--- config.mk ---
export PLATFORM = sky130hd
export DESIGN_NAME = mux4_rr_arbiter_flat
export DESIGN_NICKNAME = d
export VERILOG_FILES = /design/src/rtl/mux4_rr_arbiter_if.sv /design/src/rtl/mux4_rr_arbiter.sv /design/src/flat_wrapper.sv
export SDC_FILE = /design/constraint.sdc
export NUM_CORES = 1
export LEC_CHECK = 0
export CAP_MARGIN = 20
export CORE_MARGIN = 8
export CORE_UTILIZATION = 43
export DETAILED_ROUTE_END_ITERATION = 7
export HOLD_SLACK_MARGIN = 0.06
export PLACE_DENSITY = 0.7
export SETUP_SLACK_MARGIN = 0.02
export SYNTH_ARGS = -nofsm -noshare
export SYNTH_HDL_FRONTEND = slang
export SYNTH_SLANG_ARGS = --single-unit
--- constraint.sdc ---
create_clock -name clk -period 2.91 [get_ports clk]
set_input_delay 0.582 -clock clk [delete_from_list [all_inputs] [get_ports clk]]
set_output_delay 0.582 -clock clk [all_outputs]
set_load 0.03 [all_outputs]
--- src/rtl/mux4_rr_arbiter_if.sv ---
// Request/data/grant bundle shared between the four requesters and the mux arbiter.
// Requesters sit on the master side; the arbiter is the slave.
interface mux4_rr_arbiter_if;
  logic [3:0] REQ;
  logic [3:0] DIN;
  logic [3:0] GNT;
  logic       S1;
  logic       S0;
  logic       VALID;
  logic       Y;

  modport master (output REQ, output DIN, input GNT, input S1, input S0, input VALID, input Y);
  modport slave  (input REQ, input DIN, output GNT, output S1, output S0, output VALID, output Y);
endinterface

--- src/rtl/mux4_rr_arbiter.sv ---
// Round-robin arbiter for a shared 4:1 single-bit mux: registered one-hot grant,
// registered selects, and the selected source bit presented on Y.
module mux4_rr_arbiter #(
  parameter int MAX_HOLD = 4
) (
  input logic             clk,
  input logic             rst,
  mux4_rr_arbiter_if.slave bus
);

  localparam int HW = (MAX_HOLD > 1) ? $clog2(MAX_HOLD) : 1;
  localparam logic [HW-1:0] HOLD_LAST = HW'(MAX_HOLD - 1);

  typedef enum logic {IDLE, BUSY} state_t;

  state_t        state_reg, state_next;
  logic [1:0]    last_reg, last_next;
  logic [1:0]    sel_reg, sel_next;
  logic [HW-1:0] hold_reg, hold_next;
  logic [3:0]    gnt_reg, gnt_next;
  logic          valid_reg, valid_next;
  logic          new_grant;

  // In BUSY the owner is always last_reg, so it is excluded from the search.
  logic [1:0] cand_idx [4];
  logic [3:0] cand_ok;

  genvar gi;
  generate
    for (gi = 0; gi < 4; gi++) begin : g_cand
      assign cand_idx[gi] = last_reg + 2'(gi + 1);
      assign cand_ok[gi]  = bus.REQ[cand_idx[gi]] &&
                            !((state_reg == BUSY) && (cand_idx[gi] == last_reg));
    end
  endgenerate

  logic       win_found;
  logic [1:0] win_idx;

  always_comb begin
    win_found = 1'b0;
    win_idx   = 2'd0;
    for (int i = 3; i >= 0; i--) begin
      if (cand_ok[i]) begin
        win_found = 1'b1;
        win_idx   = cand_idx[i];
      end
    end
  end

  // State register
  always_ff @(posedge clk or posedge rst) begin
    if (rst) begin
      state_reg <= IDLE;
      last_reg  <= 2'd3;
      sel_reg   <= 2'd0;
      hold_reg  <= '0;
      gnt_reg   <= 4'b0000;
      valid_reg <= 1'b0;
    end else begin
      state_reg <= state_next;
      last_reg  <= last_next;
      sel_reg   <= sel_next;
      hold_reg  <= hold_next;
      gnt_reg   <= gnt_next;
      valid_reg <= valid_next;
    end
  end

  // Next-state logic
  always_comb begin
    state_next = state_reg;
    last_next  = last_reg;
    new_grant  = 1'b0;
    case (state_reg)
      IDLE: begin
        if (win_found) begin
          state_next = BUSY;
          last_next  = win_idx;
          new_grant  = 1'b1;
        end
      end
      BUSY: begin
        if (!bus.REQ[last_reg]) begin
          if (win_found) begin
            last_next = win_idx;
            new_grant = 1'b1;
          end else begin
            state_next = IDLE;
          end
        end else if ((hold_reg == HOLD_LAST) && win_found) begin
          last_next = win_idx;
          new_grant = 1'b1;
        end
      end
      default: state_next = IDLE;
    endcase
  end

  // Output logic: next values of the registered outputs and hold counter
  always_comb begin
    gnt_next   = (state_next == BUSY) ? (4'b0001 << last_next) : 4'b0000;
    valid_next = (state_next == BUSY);
    sel_next   = new_grant ? last_next : sel_reg;
    hold_next  = hold_reg;
    if (new_grant) begin
      hold_next = '0;
    end else if ((state_reg == BUSY) && (hold_reg != HOLD_LAST)) begin
      hold_next = hold_reg + HW'(1);
    end
  end

  assign bus.GNT   = gnt_reg;
  assign bus.S1    = sel_reg[1];
  assign bus.S0    = sel_reg[0];
  assign bus.VALID = valid_reg;
  assign bus.Y     = valid_reg & bus.DIN[sel_reg];

endmodule

--- src/flat_wrapper.sv ---
// flat-port wrapper written by rule: the top's interface ports become plain ports
module mux4_rr_arbiter_flat 
#(
  parameter int MAX_HOLD = 4
)
  (clk, rst, bus_REQ, bus_DIN, bus_GNT, bus_S1, bus_S0, bus_VALID, bus_Y);
  mux4_rr_arbiter_if bus_i ();
  input logic clk;
  input logic rst;
  input wire logic [$bits(bus_i.REQ)-1:0] bus_REQ;
  input wire logic [$bits(bus_i.DIN)-1:0] bus_DIN;
  output wire logic [$bits(bus_i.GNT)-1:0] bus_GNT;
  output wire logic [$bits(bus_i.S1)-1:0] bus_S1;
  output wire logic [$bits(bus_i.S0)-1:0] bus_S0;
  output wire logic [$bits(bus_i.VALID)-1:0] bus_VALID;
  output wire logic [$bits(bus_i.Y)-1:0] bus_Y;
  assign bus_i.REQ = bus_REQ;
  assign bus_i.DIN = bus_DIN;
  assign bus_GNT = bus_i.GNT;
  assign bus_S1 = bus_i.S1;
  assign bus_S0 = bus_i.S0;
  assign bus_VALID = bus_i.VALID;
  assign bus_Y = bus_i.Y;
  mux4_rr_arbiter #(.MAX_HOLD(MAX_HOLD)) u_core (.clk(clk), .rst(rst), .bus(bus_i));
endmodule
Run 1, sequential cells grouped by signal name:
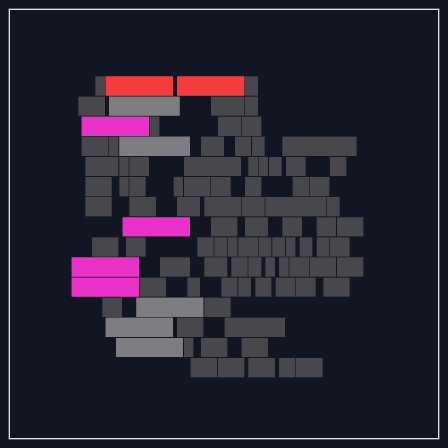
signal	color	flops
u_core.bus.GNT	magenta	4
u_core.hold_reg	red	2
not colored	5
Seq area share: 28.1%
Flop area: 278 um2
Util after Layout: 58.4%

Run 1, wire density map:
The die is cut into 12 by 12 equal tiles; dark blue is low, red is high, scaled to the fullest tile. Values are wire area over tile area, all layers added.
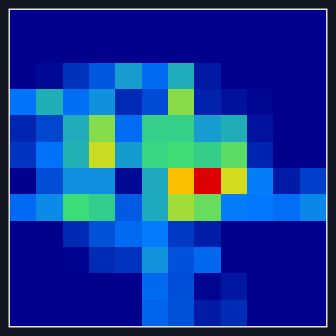
mean over tiles	0.078
tiles over half the peak	7.6%
densest ninth of the die	middle
Wirelength per Cell: 14.2 um
Total GRT Usage: 10.9%
drt total wl: 1.61 mm
via count: 626

Run 1, routed clock nets over the placement:
The bar under the picture is 20 um long.
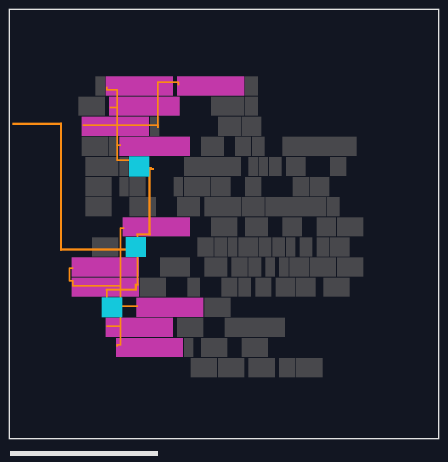
[flip-flops] magenta | count: 11
[clock-net drivers] cyan | count: 3
[clock wires] orange | length: 128 um
routed clock nets	4
Clk pwr share: 9.5%
Power Clock: 0.0000977 W
Insertion Delay late pin: 0.26 ns
Layout Skew: 0.00398 ns

Run 1, cells colored by class:
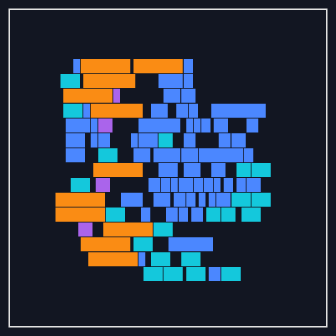
class	color	cells	share of their area
remaining buffers and delay cells	cyan	21	21%
clock drivers and dummy loads	purple	4	2.7%
sequential cells	orange	11	29%
remaining logic cells	blue	60	48%
core footprint: 0.00169 mm2
standard-cell row count: 15
fin area: 987 um2

==> job_summary.md, run 1 <==
### Yosys + OpenROAD results

| Metric | Value |
|---|---|
| Comb/total area | between 40% and 50% |
| Final WS setup | 0.157 ns |
| Top Ports | 18 |
| Commonest Layout Cell | clkdlybuf4s50_1 |
| Placed insts | 109 |
| Status | finished clean |
| Die height | roughly 58 um |
| Layout net count | between 100 and 150 |
| Repair and plain buffers | 21 |
| Setup TNS | 0 ns |
| Tmin final | 2.75 ns |
| Clock Sinks | 11 |
| Comb. pwr | about 0.00062 W |
| Cts bufs inserted | 3 |
| R2R Path Start | u_core.last_reg[0] |
| Final ANT Viol Nets | 0 |
| Clock transition at the registers of the reported paths | ~0.06 ns |
| CTS tree | built |
| Family with the most delay on the worst path | buffers and inverters |
| Largest logic family | AND-OR/OR-AND gates |
| Clock Tree Root | clkbuf_4 |
| Tap cells | 17 |
| Largest net degree at the start of global routing | 15 |
| Final hold vios | 0 |
## run 1: synthesized netlist by cell type
master / number
o32ai_1: 1
o21ai_0: 4
dfrtp_1: 9
nand2b_1: 1
a21boi_0: 2
clkbuf_1: 1
nor4_2: 1
mux4_2: 2
or2_1: 1
inv_2: 1
nand2_1: 1
o311ai_1: 1
or2b_1: 4
and3_1: 1
nand3_1: 1
mux2i_1: 1
o22ai_1: 1
xnor2_1: 1
o211a_1: 3
dfstp_2: 2
a21oi_2: 1
and2_1: 1
buf_6: 1
o31ai_4: 1
nor3_1: 1
and3b_1: 1
a2111oi_4: 1
nor2_1: 6
or2_2: 2
or3b_1: 1
inv_1: 4
nor2b_1: 2
a21oi_1: 7
nor4_1: 1
mux2_2: 1
nor3b_1: 1
ha_1: 1
nor2b_4: 1
==> run 2, diff against run 1 <==
--- a/config.mk
+++ b/config.mk
@@ -12,6 +12,7 @@
 export HOLD_SLACK_MARGIN = 0.06
 export PLACE_DENSITY = 0.7
 export SETUP_SLACK_MARGIN = 0.02
+export SLEW_MARGIN = 20
 export SYNTH_ARGS = -nofsm -noshare
 export SYNTH_HDL_FRONTEND = slang
 export SYNTH_SLANG_ARGS = --single-unit
==> constraint.sdc (replaced) <==
create_clock -name clk -period 2.91 [get_ports clk]
set_input_delay 0.582 -clock clk [delete_from_list [all_inputs] [get_ports clk]]
set_output_delay 0.582 -clock clk [all_outputs]
set_load 0.02 [all_outputs]
Run 2, wire density map:
The die is cut into 12 by 12 equal tiles; dark blue is low, red is high, scaled to the fullest tile. Values are wire area over tile area, all layers added.
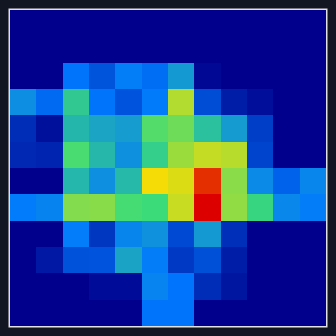
fullest tile	0.45
densest ninth of the die	middle
tiles over half the peak	12%
emptiest ninth of the die	top right
nearly empty tiles	44%
mean over tiles	0.081
via count: 628
Total GRT Usage: 11.2%
Wirelength per Cell: 14.8 um
drt total wl: 1.67 mm

==> run 2 against run 1 <==
Compared with the run above:
- combinational power down 5.3%
- power down 3.0%
- sequential cell count unchanged
- largest cell class unchanged
- sequential power up 1%
- worst hold slack better by 0.015 ns
- wire length up 4.1%
- non-clock buffer count unchanged
- clock-buffer cell count unchanged
- first-iteration DRC count down 23%
- clock skew down 0.0022 ns
- register-to-register slack about the same
- via count up 0.32%
==> job_summary.md, run 2 <==
### Yosys + OpenROAD results

| Metric | Value |
|---|---|
| Status | finished clean |
| Fin area | 987 um2 |
| Crit path DAT | between 2 and 2.5 ns |
| Comb/total area | about 45% |
| First-pass GRT wire length | 2.97 mm |
| Worst hold path type | reg2reg |
| Comb. pwr | a little under 0.0006 W |
| Clock Sinks | 11 |
| Util after Layout | between 50% and 60% |
| Die height | approximately 58 um |
| Most common cell in the synthesized netlist | dfrtp_1 |
| Hold Startpoint | u_core.sel_reg[1] |
| Flop area | about 280 um2 |
| Clk pwr share | about a tenth |
| Crit path cell chain | clkdlybuf4s50_1 -> mux4_2 -> and2_1 -> clkdlybuf4s50_1 |
| Placement Setup Slack | 0.176 ns |
| Async set or reset register ratio after synthesis | 100% |
| Top Ports | 18 |
| Repair and plain buffers | 21 |
| Initial antenna violation count | 0 |
| CTS tree | built |
| Tap cells | 17 |
| Cts bufs inserted | 3 |
| EDFF count, synth | 0 |
| Post-synth top cells | 9 x dfrtp_1, 7 x a21oi_1, 6 x nor2_1 |
| Core footprint | roughly 0.0017 mm2 |
| R2R Path Start | u_core.last_reg[0] |
| Layout net count | between 100 and 150 |
| Commonest flop | dfrtp_1 |
| Final hold vios | 0 |
| Setup TNS | 0 ns |
| Seq area share | 28.1% |
| Insertion Delay late pin | about 0.26 ns |
| Setup crit end | bus_Y |
| Family with the most delay on the worst path | buffers and inverters |
| Largest net degree at the start of global routing | 15 |
| Top cells excl fill/tap | 17 x clkdlybuf4s50_1, 9 x dfrtp_1, 7 x a21oi_1 |
| Power Clock | around 0.000096 W |
| Cell Pwr Density | slightly above 1000 mW/mm2 |
| Clock Tree Root | clkbuf_4 |
| Clock transition at the registers of the reported paths | 0.06 ns |
| Port Buffer Count | 17 |
| Final Power | about 0.0010 W |
| Standard-cell row count | 15 |
| Commonest Layout Cell | clkdlybuf4s50_1 |
| Tmin final | between 2 and 3 ns |
| Final ANT Viol Nets | 0 |
| Layout Skew | 0.00173 ns |
Run 2, sequential cells grouped by signal name:
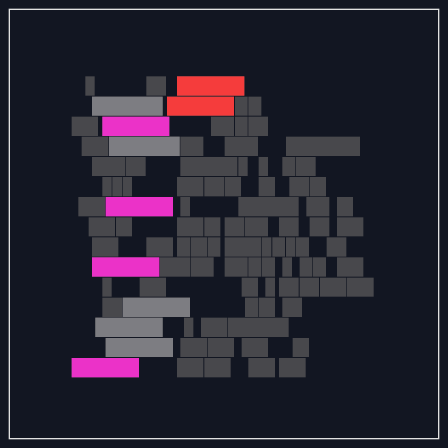
signal	color	flops
u_core.hold_reg	red	2
u_core.bus.GNT	magenta	4
sequential power: 0.000314 W

-- run 2: cell counts in the layout (fill, tap and decap cells not counted) --
Identical to the previous run, type by type.
-- run 2: cells by family after synthesis --
logic type | after synthesis | share of synthesized area [%]
XOR/XNOR | 1 | 1.16
AND-OR/OR-AND | 22 | 24.0
buffers and inverters | 7 | 4.48
AND/OR/NAND/NOR | 27 | 23.1
adder cells (fa/ha/maj) | 1 | 1.66
flip-flops | 11 | 36.8
multiplexers | 4 | 8.79
-- run 2: layer usage --
| metal | share of wire [%] | track usage (%) |
|---|---|---|
| met2 | 48 | 17.7 |
| met1 | 43 | 12.6 |
| met5 | 0 | 0 |
| met4 | 1.6 | 5.94 |
| met3 | 7.4 | 4.42 |
==> run 3, diff against run 2 <==
--- a/config.mk
+++ b/config.mk
@@ -5,6 +5,7 @@
 export SDC_FILE = /design/constraint.sdc
 export NUM_CORES = 1
 export LEC_CHECK = 0
+export ABC_CLOCK_PERIOD_IN_PS = 2910
 export CAP_MARGIN = 20
 export CORE_MARGIN = 8
 export CORE_UTILIZATION = 43
Run 3, routed clock nets over the placement:
The bar under the picture is 20 um long.
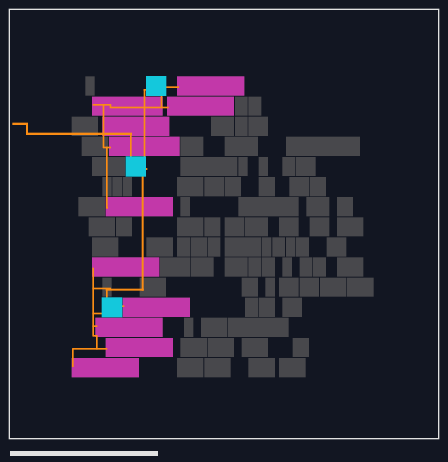
[flip-flops] magenta | count: 11
[clock-net drivers] cyan | count: 3
[clock wires] orange | length: 110 um
routed clock nets	4
Power Clock: 0.0000961 W
Layout Skew: 0.00173 ns
Clk pwr share: 9.6%

==> run 3 against run 2 <==
Compared with the run above:
- register-to-register slack barely moved
- critical path depth stayed put
- largest cell class unchanged
- sequential share of layout area stayed put
- first-iteration DRC count did not move
- sequential power about the same
- via count unchanged
- worst hold slack unchanged
==> job_summary.md, run 3 <==
### Yosys + OpenROAD results

| Metric | Value |
|---|---|
| Grt peak-use layer | met2 |
| M1 GR Usage | 12.6% |
| Cell Pwr Density | between 1000 and 1500 mW/mm2 |
| Port Buffer Count | 17 |
| Clock transition at the registers of the reported paths | around 0.06 ns |
| Wirelength per Cell | approximately 15 um |
| Routed wl met2 | roughly 800 um |
| Crit path cell chain | clkdlybuf4s50_1 -> mux4_2 -> and2_1 -> clkdlybuf4s50_1 |
| MUX share of area | under 10% |
| Async set or reset register ratio after synthesis | 100% |
| Worst hold path type | reg2reg |
| Total GRT Usage | 11.2% |
| Top cells excl fill/tap | 17 x clkdlybuf4s50_1, 9 x dfrtp_1, 7 x a21oi_1 |
| Via count | 628 |
| Seq area share | between 20% and 30% |
| Final WS setup | 0.206 ns |
| Clock Sinks | 11 |
| Setup TNS | 0 ns |
| Placement Setup Slack | 0.176 ns |
| Status | finished clean |
| Commonest flop | dfrtp_1 |
| Sequential power | between 0.0003 and 0.0004 W |
| Commonest Layout Cell | clkdlybuf4s50_1 |
| Largest net degree at the start of global routing | 15 |
| Insertion Delay late pin | 0.26 ns |
| Tap cells | 17 |
| First-pass GRT wire length | 2.97 mm |
| Family with the most delay on the worst path | buffers and inverters |
| Largest logic family | AND-OR/OR-AND gates |
| Final Power | 0.00100 W |
| Initial antenna violation count | 0 |
Run 3, cells colored by class:
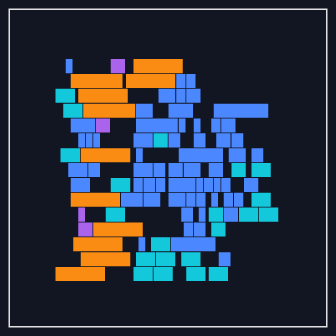
class	color	cells	share of their area
remaining buffers and delay cells	cyan	21	21%
sequential cells	orange	11	29%
clock drivers and dummy loads	purple	4	2.7%
remaining logic cells	blue	60	48%

==> run 3: cell counts in the layout (fill, tap and decap cells not counted) <==
No cell type changed its count.
==> run 3: final timing paths <==
path / start / end / cells past startpoint / slack, ns
setup / recovery: bus_DIN[3] / bus_Y / 4 / 0.21
hold / removal: u_core.sel_reg[1] / u_core.sel_reg[1] / 1 / 0.57
setup reg to reg: u_core.last_reg[0] / u_core.bus.GNT[3] / 6 / 0.61
hold reg to reg: u_core.sel_reg[1] / u_core.sel_reg[1] / 1 / 0.57
max in group asynchronous: rst / u_core.last_reg[1] / 2 / 2.00
min in group asynchronous: rst / u_core.hold_reg[0] / 2 / 0.60
Power is estimated from default activity; no workload was simulated.
